==> src/rtl/deco_read_pkg.sv <==
// deco_pkg: shared types and address-map constants for the load-side decoder.
// Regions are decoded from addr[15:12] (page), addr[7:4] (block) and addr[3:0] (offset).
package deco_pkg;

  typedef enum logic [2:0] {
    REG_NONE,
    REG_RAM,
    REG_SW,
    REG_UART,
    REG_GAUSS
  } region_e;

  typedef enum logic [1:0] {
    IDLE,
    WAIT,
    RESP
  } state_e;

  localparam logic [3:0] RAM_PAGE        = 4'h1;
  localparam logic [3:0] IO_PAGE         = 4'h2;
  localparam logic [3:0] UART_BLK        = 4'h1;
  localparam logic [3:0] GAUSS_BLK       = 4'h3;
  localparam logic [3:0] UART_RXDATA_OFS = 4'h8;

  // Map the low 16 address bits onto a read region; anything unrecognised is REG_NONE.
  function automatic region_e decode_region(input logic [15:0] a);
    region_e r;
    r = REG_NONE;
    if (a[15:12] == RAM_PAGE) begin
      r = REG_RAM;
    end else if (a[15:12] == IO_PAGE) begin
      if (a[7:0] == 8'h00) begin
        r = REG_SW;
      end else if (a[7:4] == UART_BLK) begin
        r = REG_UART;
      end else if (a[7:4] == GAUSS_BLK) begin
        r = REG_GAUSS;
      end
    end
    return r;
  endfunction

endpackage

==> src/rtl/deco_read_sync_nff.sv <==
// sync_nff: generic N-stage flop synchronizer for bringing asynchronous inputs
// into the clk domain. STAGES must be at least 2.
module sync_nff #(
  parameter int W      = 1,
  parameter int STAGES = 2
) (
  input  logic         clk,
  input  logic         rst_n,
  input  logic [W-1:0] d,
  output logic [W-1:0] q
);

  logic [STAGES-1:0][W-1:0] stage;

  // Shift the raw input through the flop chain; the oldest stage is the safe output.
  always_ff @(posedge clk or negedge rst_n) begin
    if (!rst_n) begin
      stage <= '0;
    end else begin
      stage <= {stage[STAGES-2:0], d};
    end
  end

  assign q = stage[STAGES-1];

endmodule

==> src/rtl/deco_read.sv <==
// deco_read: load-side address decoder returning RAM, switch, UART or Gauss data.
// A request is accepted in IDLE only; RAM reads wait RAM_LAT cycles in WAIT, then
// every read presents one RESP cycle with rd_valid_o high.
// Optional feature macro: DECO_READ_ERR_EN adds sticky err_o / err_addr_o that
// record the first unmapped read.
module deco_read
  import deco_pkg::*;
#(
  parameter int DW          = 32,
  parameter int RAM_LAT     = 1,
  parameter int SW_W        = 16,
  parameter int SYNC_STAGES = 2
) (
  input  logic          clk,
  input  logic          rst_n,
  input  logic          re_i,
  input  logic [DW-1:0] addr_i,
  output logic [DW-1:0] rd_data_o,
  output logic          rd_valid_o,
  output logic          stall_o,
  input  logic [DW-1:0] ram_rdata_i,
  output logic          re_Mem_o,
  input  logic [SW_W-1:0] switches_i,
  input  logic [DW-1:0] uart_rdata_i,
  output logic          uart_rx_ack_o,
  input  logic [DW-1:0] gauss_rdata_i
`ifdef DECO_READ_ERR_EN
  ,
  output logic          err_o,
  output logic [DW-1:0] err_addr_o
`endif
);

  localparam int CW = (RAM_LAT > 1) ? $clog2(RAM_LAT) : 1;

  state_e          state_q, state_d;
  region_e         sel_in, sel_q;
  logic [DW-1:0]   addr_q;
  logic [CW-1:0]   cnt_q;
  logic [DW-1:0]   src_data;
  logic [SW_W-1:0] sw_sync;
  logic            accept;

  sync_nff #(
    .W      (SW_W),
    .STAGES (SYNC_STAGES)
  ) u_sw_sync (
    .clk   (clk),
    .rst_n (rst_n),
    .d     (switches_i),
    .q     (sw_sync)
  );

  assign sel_in = decode_region(addr_i[15:0]);

  // State register.
  always_ff @(posedge clk or negedge rst_n) begin
    if (!rst_n) begin
      state_q <= IDLE;
    end else begin
      state_q <= state_d;
    end
  end

  // Next-state logic: accept only in IDLE, RAM goes through WAIT, RESP always lasts one cycle.
  always_comb begin
    state_d = state_q;
    accept  = 1'b0;
    case (state_q)
      IDLE: begin
        if (re_i) begin
          accept  = 1'b1;
          state_d = (sel_in == REG_RAM) ? WAIT : RESP;
        end
      end
      WAIT: begin
        if (cnt_q == '0) begin
          state_d = RESP;
        end
      end
      RESP:    state_d = IDLE;
      default: state_d = IDLE;
    endcase
  end

  // Select the non-RAM source for the address being accepted; unmapped returns zero.
  always_comb begin
    src_data = '0;
    case (sel_in)
      REG_SW:    src_data = DW'(sw_sync);
      REG_UART:  src_data = uart_rdata_i;
      REG_GAUSS: src_data = gauss_rdata_i;
      default:   src_data = '0;
    endcase
  end

  // Latch the request at acceptance, count down RAM latency, and capture the response data.
  always_ff @(posedge clk or negedge rst_n) begin
    if (!rst_n) begin
      addr_q    <= '0;
      sel_q     <= REG_NONE;
      cnt_q     <= '0;
      rd_data_o <= '0;
    end else if (accept) begin
      addr_q <= addr_i;
      sel_q  <= sel_in;
      cnt_q  <= CW'(RAM_LAT - 1);
      if (sel_in != REG_RAM) begin
        rd_data_o <= src_data;
      end
    end else if (state_q == WAIT) begin
      if (cnt_q == '0) begin
        rd_data_o <= ram_rdata_i;
      end else begin
        cnt_q <= cnt_q - CW'(1);
      end
    end
  end

  assign rd_valid_o    = (state_q == RESP);
  assign stall_o       = ((state_q == IDLE) && re_i) || (state_q == WAIT);
  assign re_Mem_o      = rst_n && accept && (sel_in == REG_RAM);
  assign uart_rx_ack_o = (state_q == RESP) && (sel_q == REG_UART) &&
                         (addr_q[3:0] == UART_RXDATA_OFS);

`ifdef DECO_READ_ERR_EN
  // Record the first unmapped read; the flag stays set until reset.
  always_ff @(posedge clk or negedge rst_n) begin
    if (!rst_n) begin
      err_o      <= 1'b0;
      err_addr_o <= '0;
    end else if ((state_q == RESP) && (sel_q == REG_NONE) && !err_o) begin
      err_o      <= 1'b1;
      err_addr_o <= addr_q;
    end
  end

  logic unused_addr_bits;
  assign unused_addr_bits = ^addr_i[DW-1:16];
`else
  logic unused_addr_bits;
  assign unused_addr_bits = ^{addr_i[DW-1:16], addr_q[DW-1:4]};
`endif

endmodule

==> config.mk <==
export PLATFORM = sky130hd
export DESIGN_NAME = deco_read
export DESIGN_NICKNAME = d
export VERILOG_FILES = /design/src/rtl/deco_read_pkg.sv /design/src/rtl/deco_read_sync_nff.sv /design/src/rtl/deco_read.sv
export SDC_FILE = /design/constraint.sdc
export NUM_CORES = 1
export LEC_CHECK = 0
export CAP_MARGIN = 20
export CORE_UTILIZATION = 35
export DETAILED_ROUTE_END_ITERATION = 10
export GPL_ROUTABILITY_DRIVEN = 0
export PLACE_DENSITY = 0.75
export SYNTH_ARGS = -nofsm -noshare
export SYNTH_HDL_FRONTEND = slang
export SYNTH_SLANG_ARGS = --single-unit
==> constraint.sdc <==
create_clock -name clk -period 3.35 [get_ports clk]
set_input_delay 0.335 -clock clk [delete_from_list [all_inputs] [get_ports clk]]
set_output_delay 0.335 -clock clk [all_outputs]
set_load 0.05 [all_outputs]
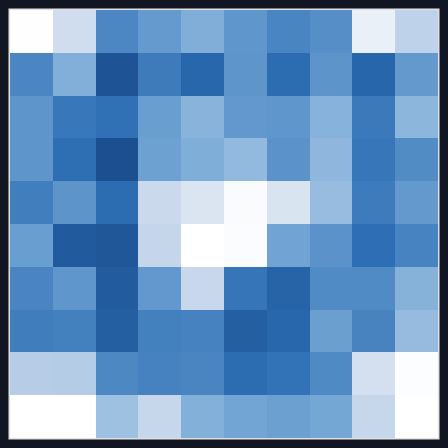
(run_1/cell_density.png)
The die is cut into 10 by 10 equal tiles; white is low, dark blue is high, 0 to 100% covered.
mean over tiles: 53%
fullest tile: 87%
nearly empty tiles: 6.0%

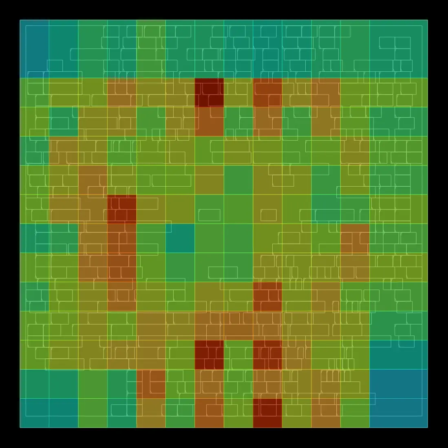
(run_1/congestion.png)
grt met1 use: 0.236
GR Layer Usage met2: 0.335
most crowded layer after global routing: met2
Wirelength per Cell: 16.5 microns

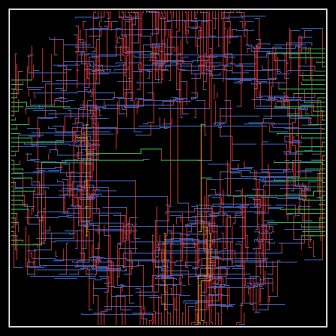
(run_1/wires.png)
| color | layer | wire length |
|---|---|---|
| orange | metal 4 | 176 microns |
| red | metal 2 | 4,390 microns |
| blue | metal 1 | 3,580 microns |
| green | metal 3 | 559 microns |

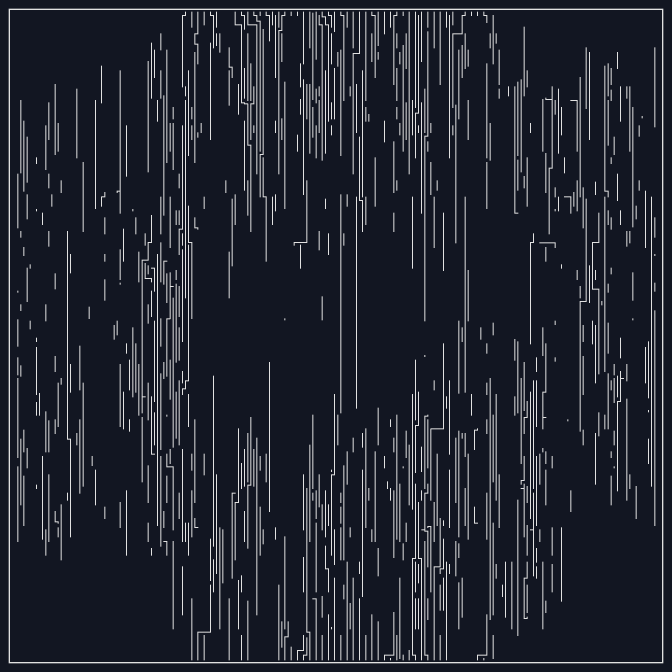
(run_1/layer_met2.png)
nets with wire on the layer: 465
wire length on this layer: 4,390 microns
share of all routed wire: 50%
longest straight run: 42.8 microns

==> PnR_summary.wiki, run 1 <==
== Implementation results ==
{| class="wikitable"
! Metric !! Value
|-
| Run status || complete, no violations
|-
| Largest reg by FF count || rd_data_o
|-
| Final Hold Fails || 0
|-
| Share of cell area taken by flip-flops and latches || 0.362
|-
| Power in combinational cells || 0.399 mW
|-
| Post-DP Area || 4810 sq um
|-
| Layout non-clock buf frac || 0.329
|-
| Hold Buf Count CTS || 1
|-
| Count of buffers added by post-CTS timing repair for setup || 0
|-
| Drt initial violations || 61
|-
| Group drawing the most power || sequential cells
|-
| Startpoint of the worst-slack reg-to-reg timing path || state_q[0]$_DFFE_PN0P_
|-
| Cell with the most instances after synthesis || sky130_fd_sc_hd__dfrtp_1
|-
| Final net count || 562
|-
| Maximum net fanout on the critical path || 37
|-
| Number of cells upsized or downsized after cts || 0
|-
| Core Area || 8680 sq um
|-
| Area of the synthesized netlist per yosys stat || 3130 sq um
|-
| Count of different cell masters after synthesis || 31
|-
| Critical path required time || 3.01 ns
|-
| Kind of critical path || in2out
|-
| Logic share of the area || 0.236
|-
| Final-layout clock buffer total || 10
|-
| Most frequent cells in the layout || sky130_fd_sc_hd__clkdlybuf4s50_1 (160), sky130_fd_sc_hd__dfrtp_1 (73), sky130_fd_sc_hd__a22oi_1 (42)
|-
| DRC viols || 0
|-
| Amount of wire on met2 after detailed routing || 4390 microns
|-
| Arrival time of the worst setup path || 2.34 ns
|-
| Post-synth ARST share || 1.00
|-
| Tap cells || 108
|-
| Clock tree from TritonCTS || built
|-
| Amount of wire on met3 after detailed routing || 559 microns
|-
| Post-Syn Nets || 400
|-
| Top-Level Pins || 183
|-
| Critical Path Sink Type || primary output
|-
| #MultiIn Comb || 160
|-
| Detail Route Antenna Nets || 0
|-
| Fraction of synthesized area in multiplexers || 0.109
|-
| Xor and xnor fraction of the mapped netlist area || 0
|-
| 1st-pass router iterations || 4
|-
| Largest area contributor in the synthesized netlist || sky130_fd_sc_hd__dfrtp_1
|-
| WP buf/inv || 3
|-
| Cell total in the yosys stat output || 253
|-
| IR Drop Worst-Case VDD || 232 uV
|-
| Count of endpoints failing setup in the final report || 0
|-
| Via count of the first global-routing pass || 2,704
|-
| Depth of the CTS H-tree || 3
|-
| GR Util met3 || 0.0383
|-
| Clock network contribution to total cell area || 0.0437
|-
| Total Routed Length || 8710 microns
|-
| Crit path largest cell delay || 0.80 ns
|-
| Clock latency on the worst-skew pair || 0.34 ns
|-
| Rows || 34
|-
| Total track usage || 0.193
|-
| Pwr Total || 2.10 mW
|-
| Part of the Yosys area used for sequential elements || 0.584
|-
| Count of input and output buffers || 162
|-
| Area share of the largest cell type after synthesis || 0.584
|-
| Num Clock Sinks || 73
|-
| Dominant combinational cell family by area after synthesis || AND-OR/OR-AND gates
|-
| Worst slack, placed || 0.726 ns
|-
| Post-route cell area || 5040 sq um
|-
| Power Sequential || 0.947 mW
|-
| Switching Fraction || 0.257
|-
| Inverters || 3
|-
| Fraction of power consumed by sequential logic || 0.450
|-
| DPL Wire Length || 6330 microns
|-
| Synth Area in Compound Gates || 0.193
|-
| Inserted Clock Buffers || 9
|-
| Via Count || 2,670
|-
| Utilization after layout || 0.581
|-
| Sequential Area || 1830 sq um
|-
| Flops after synth || 73
|-
| Total of plain and repair buffers excluding clock buffers || 168
|-
| Final non-filler cell total || 528
|-
| Layout cells sized above 1 || 0.119
|-
| Clock root buffer || sky130_fd_sc_hd__clkbuf_8
|-
| Tightest hold margin || 0.348 ns
|-
| Number of synthesized flops with an enable pin || 0
|-
| Start point of the critical path || rst_n
|-
| Combinational Area || 1190 sq um
|-
| Cell area after technology mapping || 3130 sq um
|-
| Maximum number of pins on one net before global-route repair || 39
|-
| Maximum Capacitance Violations || 0
|-
| CP endpoint || re_Mem_o
|-
| CP Depth || 4
|-
| Clock slew seen by the registers of the worst setup and hold paths || 0.08 ns
|-
| Fraction of the cycle the final worst path needs || 0.799
|-
| Chip height || 96.5 microns
|-
| Pin slew with the least headroom to its limit || 0.708 ns
|-
| FFs & Latches || 73
|-
| Chip Width || 96.5 microns
|-
| Cell-by-cell trace of the critical path || dlygate4sd3_1 -> buf_4 -> and3_1 -> clkdlybuf4s50_1
|-
| Number of buffers on the longest clock path || 2
|-
| Clock group share of total power || 0.360
|-
| Area Overhead vs Synth || 61.2%
|-
| Power density over cell area || 417 nW/um^2
|-
| Worst Hold Path Cells || 0
|-
| Largest cell class || registers
|-
| Cells after DPL || 511
|-
| Warnings, synthesis || 0
|-
| Top cell family by delay on the critical path || buffers and inverters
|-
| Number of logged tool warnings || 46
|-
| Register-to-register setup slack || 1.39 ns
|-
| Worst hold path endpoint || u_sw_sync.q[7]$_DFF_PN0_
|-
| Tmin final || 2.68 ns
|-
| Leakage power summed over all cells || 2.07 nW
|-
| End of the worst register-to-register path || rd_data_o[16]$_DFFE_PN0P_
|-
| Number of vias per cell || 5.06
|-
| Clk. pwr || 0.757 mW
|-
| Logic depth of the worst register-to-register path || 6
|-
| Top sig layer || met4
|-
| Most frequently used flop master after synthesis || sky130_fd_sc_hd__dfrtp_1
|-
| Remaining global-route overflow || 0
|-
| Worst Min Path Start || u_sw_sync.stage[7]$_DFF_PN0_
|-
| RSZ-0062 raised after global routing || no
|-
| Main area contributors || sky130_fd_sc_hd__dfrtp_1 (58%), sky130_fd_sc_hd__a22oi_1 (10%), sky130_fd_sc_hd__mux2_2 (5.8%), sky130_fd_sc_hd__mux2i_1 (5.1%), sky130_fd_sc_hd__o21ai_0 (4.3%)
|-
| Portion of total power attributed to combinational logic || 0.190
|-
| Slowest-stage cell, CP || sky130_fd_sc_hd__clkdlybuf4s50_1
|-
| Type of element launching the critical path || primary input
|-
| Filler cell count in the final layout || 745
|-
| Adder-Cell Fraction of Synth Area || 0
|-
| Highest clock frequency the design can meet || 0.374 GHz
|-
| Highest-count logic cell in the final layout || sky130_fd_sc_hd__clkdlybuf4s50_1
|-
| Synthesized netlist cell count || 253
|-
| Number of antenna violations at the first check in global routing || 0
|-
| Worst min-delay path category || reg2reg
|}
## Run 2: what changed since run 1
- clock period: 3.35 -> 2.6 ns (I/O delays scaled with it)
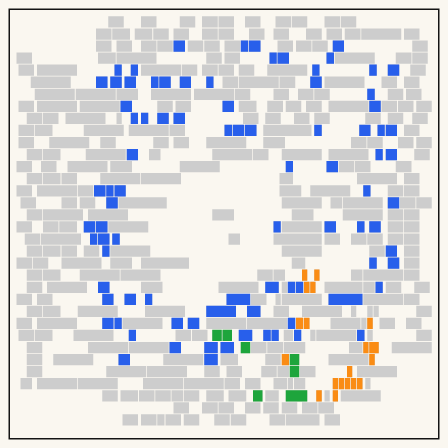
(run_2/logic_types.png)
| color | family | cells | most used | where |
|---|---|---|---|---|
| orange | nand cells | 19 | nand2_1 | bottom right |
| green | and/or cells | 7 | or2_2 | bottom middle |
| blue | aoi and oai cells | 87 | a22oi_1 | widely spread |

==> run 2 against run 1 <==
- clock skew rose by 0.0036 ns
- combinational power grew 29%
- critical path depth fell by 1
- sequential share of layout area decreased by 0.45 points
- core utilization up 0.74 points
- synthesized area did not move
- setup slack got worse by 0.24 ns
- clock-buffer cell count is the same
- sequential power is 29% higher
- synthesized cell count stayed put
- largest cell class unchanged
- largest power group unchanged
- highest routed layer unchanged
==> PnR_summary.wiki, run 2 <==
== Implementation results ==
{| class="wikitable"
! Metric !! Value
|-
| Cell total in the yosys stat output || 253
|-
| Largest cell class || registers
|-
| Num Clock Sinks || 73
|-
| DPL Wire Length || 6460 microns
|-
| Number of buffers on the longest clock path || 2
|-
| Fraction of synthesized area in multiplexers || 0.109
|-
| Area of the synthesized netlist per yosys stat || 3130 sq um
|-
| Post-route cell area || 5110 sq um
|-
| Highest-count logic cell in the final layout || sky130_fd_sc_hd__clkdlybuf4s50_1
|-
| Kind of critical path || reg2out
|-
| Wirelength per Cell || 16.2 microns
|-
| Combinational Area || 1200 sq um
|-
| Inverters || 3
|-
| Worst slack, placed || 0.323 ns
|-
| Cell area after technology mapping || 3130 sq um
|-
| Maximum net fanout on the critical path || 5
|-
| CP endpoint || rd_valid_o
|-
| Clock tree from TritonCTS || built
|-
| Rows || 34
|-
| Cell with the most instances after synthesis || sky130_fd_sc_hd__dfrtp_1
|-
| Most crowded layer after global routing || met2
|-
| Number of antenna violations at the first check in global routing || 0
|-
| Clk. pwr || 1.17 mW
|-
| Portion of total power attributed to combinational logic || 0.177
|-
| Layout cells sized above 1 || 0.128
|-
| Tightest hold margin || 0.347 ns
|-
| GR Layer Usage met2 || 0.327
|-
| Clock group share of total power || 0.402
|-
| Inserted Clock Buffers || 9
|-
| Worst Min Path Start || u_sw_sync.stage[2]$_DFF_PN0_
|-
| Layout non-clock buf frac || 0.327
|-
| Worst hold path endpoint || u_sw_sync.q[2]$_DFF_PN0_
|-
| Count of endpoints failing setup in the final report || 0
|-
| Final net count || 564
|-
| Synth Area in Compound Gates || 0.193
|-
| Fraction of power consumed by sequential logic || 0.421
|-
| Largest reg by FF count || rd_data_o
|-
| Tap cells || 108
|-
| Hold Buf Count CTS || 1
|-
| Count of different cell masters after synthesis || 31
|-
| Maximum Capacitance Violations || 0
|-
| Maximum number of pins on one net before global-route repair || 41
|-
| Critical path required time || 2.34 ns
|-
| Logic depth of the worst register-to-register path || 3
|-
| Top-Level Pins || 183
|-
| Number of vias per cell || 5.02
|-
| Tmin final || 2.16 ns
|-
| DRC viols || 0
|-
| Utilization after layout || 0.589
|-
| Highest clock frequency the design can meet || 0.462 GHz
|-
| Final Hold Fails || 0
|-
| Depth of the CTS H-tree || 3
|-
| Via count of the first global-routing pass || 2,766
|-
| 1st-pass router iterations || 5
|-
| Leakage power summed over all cells || 2.11 nW
|-
| Register-to-register setup slack || 0.79 ns
|-
| Area Overhead vs Synth || 63.3%
|-
| Power density over cell area || 569 nW/um^2
|-
| Clock network contribution to total cell area || 0.0519
|-
| Final-layout clock buffer total || 10
|-
| Part of the Yosys area used for sequential elements || 0.584
|-
| Amount of wire on met3 after detailed routing || 632 microns
|-
| Top sig layer || met4
|-
| Count of input and output buffers || 162
|-
| Number of logged tool warnings || 46
|-
| Chip Width || 96.5 microns
|-
| Total of plain and repair buffers excluding clock buffers || 170
|-
| Post-DP Area || 4830 sq um
|-
| Remaining global-route overflow || 0
|-
| Number of synthesized flops with an enable pin || 0
|-
| Power Sequential || 1.22 mW
|-
| Top cell family by delay on the critical path || buffers and inverters
|-
| Most frequent cells in the layout || sky130_fd_sc_hd__clkdlybuf4s50_1 (158), sky130_fd_sc_hd__dfrtp_1 (73), sky130_fd_sc_hd__a22oi_1 (42)
|-
| Worst min-delay path category || reg2reg
|-
| Drt initial violations || 80
|-
| Total Routed Length || 8600 microns
|-
| Logic share of the area || 0.234
|-
| Grt met1 use || 0.220
|-
| Sequential Area || 1830 sq um
|-
| Post-Syn Nets || 400
|-
| Clock root buffer || sky130_fd_sc_hd__clkbuf_8
|-
| Filler cell count in the final layout || 743
|-
| Flops after synth || 73
|-
| Power in combinational cells || 0.515 mW
|-
| Group drawing the most power || sequential cells
|-
| #MultiIn Comb || 160
|-
| WP buf/inv || 2
|-
| Worst Hold Path Cells || 0
|-
| Fraction of the cycle the final worst path needs || 0.832
|-
| Area share of the largest cell type after synthesis || 0.584
|-
| Xor and xnor fraction of the mapped netlist area || 0
|-
| Total track usage || 0.188
|-
| Run status || complete, no violations
|-
| Slowest-stage cell, CP || sky130_fd_sc_hd__clkdlybuf4s50_1
|-
| Detail Route Antenna Nets || 0
|-
| Clock slew seen by the registers of the worst setup and hold paths || 0.08 ns
|-
| GR Util met3 || 0.0477
|}
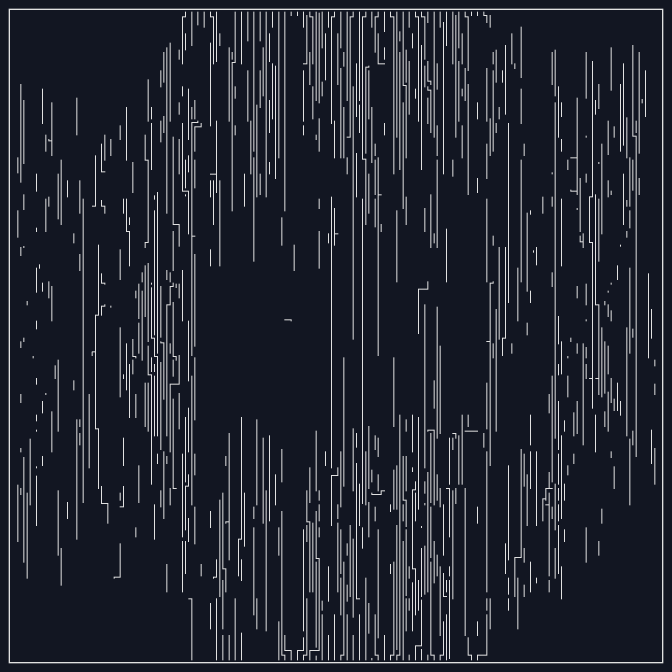
(run_2/layer_met2.png)
nets with wire on the layer: 473
main direction: vertical
wire length on this layer: 4,450 microns

## Run 3: what changed since run 2
- clock period: 2.6 -> 2.1 ns (I/O delays scaled with it)
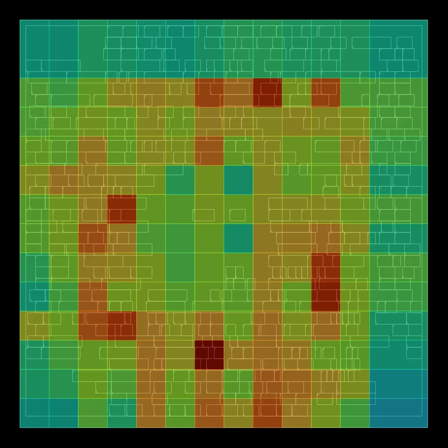
(run_3/congestion.png)
GR Layer Usage met2: 0.342
utilization after layout: 0.594
total track usage: 0.192
Wirelength per Cell: 16.2 microns

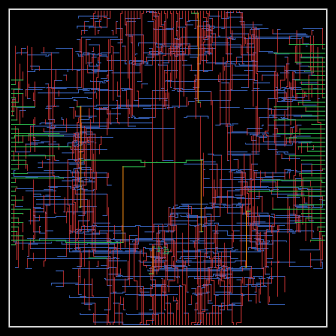
(run_3/wires.png)
| color | layer | wire length |
|---|---|---|
| blue | metal 1 | 3,460 microns |
| green | metal 3 | 623 microns |
| red | metal 2 | 4,400 microns |
| orange | metal 4 | 128 microns |

==> run 3 against run 2 <==
- critical endpoint is now uart_rx_ack_o
- global-route usage is 0.31 points higher
- critical path type unchanged
- hold slack worse by 0.23 ns
- critical path depth is 2 higher
- design area is 0.88% higher
- clock skew is 0.0052 ns lower
- setup slack worse by 0.22 ns
- clock-buffer cell count stayed put
- via count is 1.5% higher
- core utilization is 0.52 points higher
- wire length is 0.15% higher
- sequential share of layout area is 0.31 points lower
- final cell count is 0.57% higher
==> PnR_summary.wiki, run 3 <==
== Implementation results ==
{| class="wikitable"
! Metric !! Value
|-
| Run status || complete, no violations
|-
| Xor and xnor fraction of the mapped netlist area || 0
|-
| Final net count || 567
|-
| Adder-Cell Fraction of Synth Area || 0
|-
| Number of buffers on the longest clock path || 2
|-
| Most crowded layer after global routing || met2
|-
| Post-Syn Nets || 400
|-
| Number of vias per cell || 5.06
|-
| Clock network contribution to total cell area || 0.0471
|-
| First-pass GRT wire length || 13,300 microns
|-
| Amount of wire on met2 after detailed routing || 4400 microns
|-
| Area of the synthesized netlist per yosys stat || 3130 sq um
|-
| Rows || 34
|-
| Fraction of power consumed by sequential logic || 0.435
|-
| Type of element launching the critical path || flip-flop
|-
| Fraction of the cycle the final worst path needs || 0.895
|-
| Post-route cell area || 5150 sq um
|-
| Cell with the most instances after synthesis || sky130_fd_sc_hd__dfrtp_1
|-
| Dominant combinational cell family by area after synthesis || AND-OR/OR-AND gates
|-
| CP endpoint || uart_rx_ack_o
|-
| Pin slew with the least headroom to its limit || 0.892 ns
|-
| Kind of critical path || reg2out
|-
| Power in combinational cells || 0.650 mW
|-
| Worst min-delay path category || in2async
|-
| Tightest hold margin || 0.113 ns
|-
| Crit path largest cell delay || 0.47 ns
|-
| Startpoint of the worst-slack reg-to-reg timing path || state_q[0]$_DFFE_PN0P_
|-
| Post-synth ARST share || 1.00
|-
| Chip height || 96.5 microns
|-
| Share of cell area taken by flip-flops and latches || 0.355
|-
| Tap cells || 108
|-
| Count of different cell masters after synthesis || 31
|-
| Logic depth of the worst register-to-register path || 4
|-
| Final Hold Fails || 0
|-
| WP buf/inv || 2
|-
| Largest area contributor in the synthesized netlist || sky130_fd_sc_hd__dfrtp_1
|-
| Number of antenna violations at the first check in global routing || 0
|-
| Largest cell class || registers
|-
| Final max-slew violation count || 0
|-
| Top-Level Pins || 183
|-
| RSZ-0062 raised after global routing || no
|-
| Core Area || 8680 sq um
|-
| Number of logged tool warnings || 46
|-
| Highest-count logic cell in the final layout || sky130_fd_sc_hd__clkdlybuf4s50_1
|-
| Power Sequential || 1.51 mW
|-
| Final-layout clock buffer total || 10
|-
| Start point of the critical path || state_q[1]$_DFFE_PN0P_
|-
| Depth of the CTS H-tree || 3
|-
| Fin Setup TNS || 0 ns
|-
| Num Clock Sinks || 73
|-
| Cell-by-cell trace of the critical path || inv_1 -> nor2_2 -> nand4_1 -> nor4b_4 -> buf_12
|-
| Worst slack, placed || 0.0847 ns
|-
| Arrival time of the worst setup path || 1.67 ns
|-
| Critical Path Sink Type || primary output
|-
| Slowest-stage cell, CP || sky130_fd_sc_hd__dfrtp_1
|-
| Clock latency on the worst-skew pair || 0.33 ns
|-
| Amount of wire on met3 after detailed routing || 623 microns
|-
| Top cell family by delay on the critical path || simple AND/OR/NAND/NOR gates
|-
| Maximum Capacitance Violations || 0
|-
| Part of the Yosys area used for sequential elements || 0.584
|-
| Chip Width || 96.5 microns
|-
| Area share of the largest cell type after synthesis || 0.584
|-
| Cell area after technology mapping || 3130 sq um
|-
| Inserted Clock Buffers || 9
|-
| Detailed-route wire length on metal 1 || 3460 microns
|-
| Filler cell count in the final layout || 727
|-
| FFs & Latches || 73
|-
| Maximum number of pins on one net before global-route repair || 74
|-
| Cell total in the yosys stat output || 253
|-
| Layout cells sized above 1 || 0.144
|-
| Simple-gate share of the synthesized area || 0.0756
|-
| Group drawing the most power || sequential cells
|-
| Hold Buf Count CTS || 0
|-
| Warnings, synthesis || 0
|-
| Critical path required time || 1.89 ns
|-
| Layout non-clock buf frac || 0.337
|-
| Die outline area || 9320 sq um
|-
| Highest clock frequency the design can meet || 0.532 GHz
|-
| Clock tree from TritonCTS || built
|-
| CP Depth || 5
|-
| Logic share of the area || 0.233
|-
| Power density over cell area || 675 nW/um^2
|-
| 1st-pass router iterations || 4
|-
| GR Util met3 || 0.0454
|-
| Combinational Area || 1200 sq um
|-
| Largest reg by FF count || rd_data_o
|-
| Clock group share of total power || 0.378
|-
| Tmin final || 1.88 ns
|-
| Final non-filler cell total || 533
|-
| IR Drop Worst-Case VDD || 384 uV
|-
| Inverters || 3
|-
| Total of plain and repair buffers excluding clock buffers || 173
|-
| Register-to-register setup slack || 0.58 ns
|-
| Portion of total power attributed to combinational logic || 0.187
|-
| Post-DP Area || 4910 sq um
|-
| Final Skew || 0.00681 ns
|-
| Synth Area in Compound Gates || 0.193
|-
| DRC viols || 0
|-
| Top sig layer || met4
|-
| Clk. pwr || 1.31 mW
|-
| End of the worst register-to-register path || rd_data_o[10]$_DFFE_PN0P_
|-
| Count of input and output buffers || 162
|-
| Remaining global-route overflow || 0
|-
| Most frequently used flop master after synthesis || sky130_fd_sc_hd__dfrtp_1
|-
| Ant diodes || 0
|-
| Count of endpoints failing setup in the final report || 0
|-
| Main area contributors || sky130_fd_sc_hd__dfrtp_1 (58%), sky130_fd_sc_hd__a22oi_1 (10%), sky130_fd_sc_hd__mux2_2 (5.8%), sky130_fd_sc_hd__mux2i_1 (5.1%), sky130_fd_sc_hd__o21ai_0 (4.3%)
|-
| Synthesized netlist cell count || 253
|-
| Detail Route Antenna Nets || 0
|-
| Total Routed Length || 8620 microns
|-
| Clock root buffer || sky130_fd_sc_hd__clkbuf_8
|-
| Most frequent cells in the layout || sky130_fd_sc_hd__clkdlybuf4s50_1 (156), sky130_fd_sc_hd__dfrtp_1 (73), sky130_fd_sc_hd__a22oi_1 (42)
|-
| Area Overhead vs Synth || 64.7%
|-
| Switching pwr || 0.847 mW
|-
| Via Count || 2,698
|-
| Flops after synth || 73
|-
| Rel. slew slack || 0.405
|-
| Cells after DPL || 517
|-
| Switching Fraction || 0.244
|-
| Count of buffers added by post-CTS timing repair for setup || 0
|-
| Leakage power summed over all cells || 2.13 nW
|-
| Sequential Area || 1830 sq um
|-
| Maximum net fanout on the critical path || 5
|-
| Number of synthesized flops with an enable pin || 0
|-
| Flip-flop count of the largest register, all copies and words added || 32
|-
| #MultiIn Comb || 160
|-
| Pwr Total || 3.48 mW
|-
| DPL Wire Length || 6380 microns
|-
| Clock slew seen by the registers of the worst setup and hold paths || 0.08 ns
|-
| Via count of the first global-routing pass || 2,805
|-
| Fraction of synthesized area in multiplexers || 0.109
|-
| Number of cells upsized or downsized after cts || 0
|-
| Grt met1 use || 0.227
|-
| Drt initial violations || 96
|}
No activity file was given, so power comes from the tool's default toggle rates.
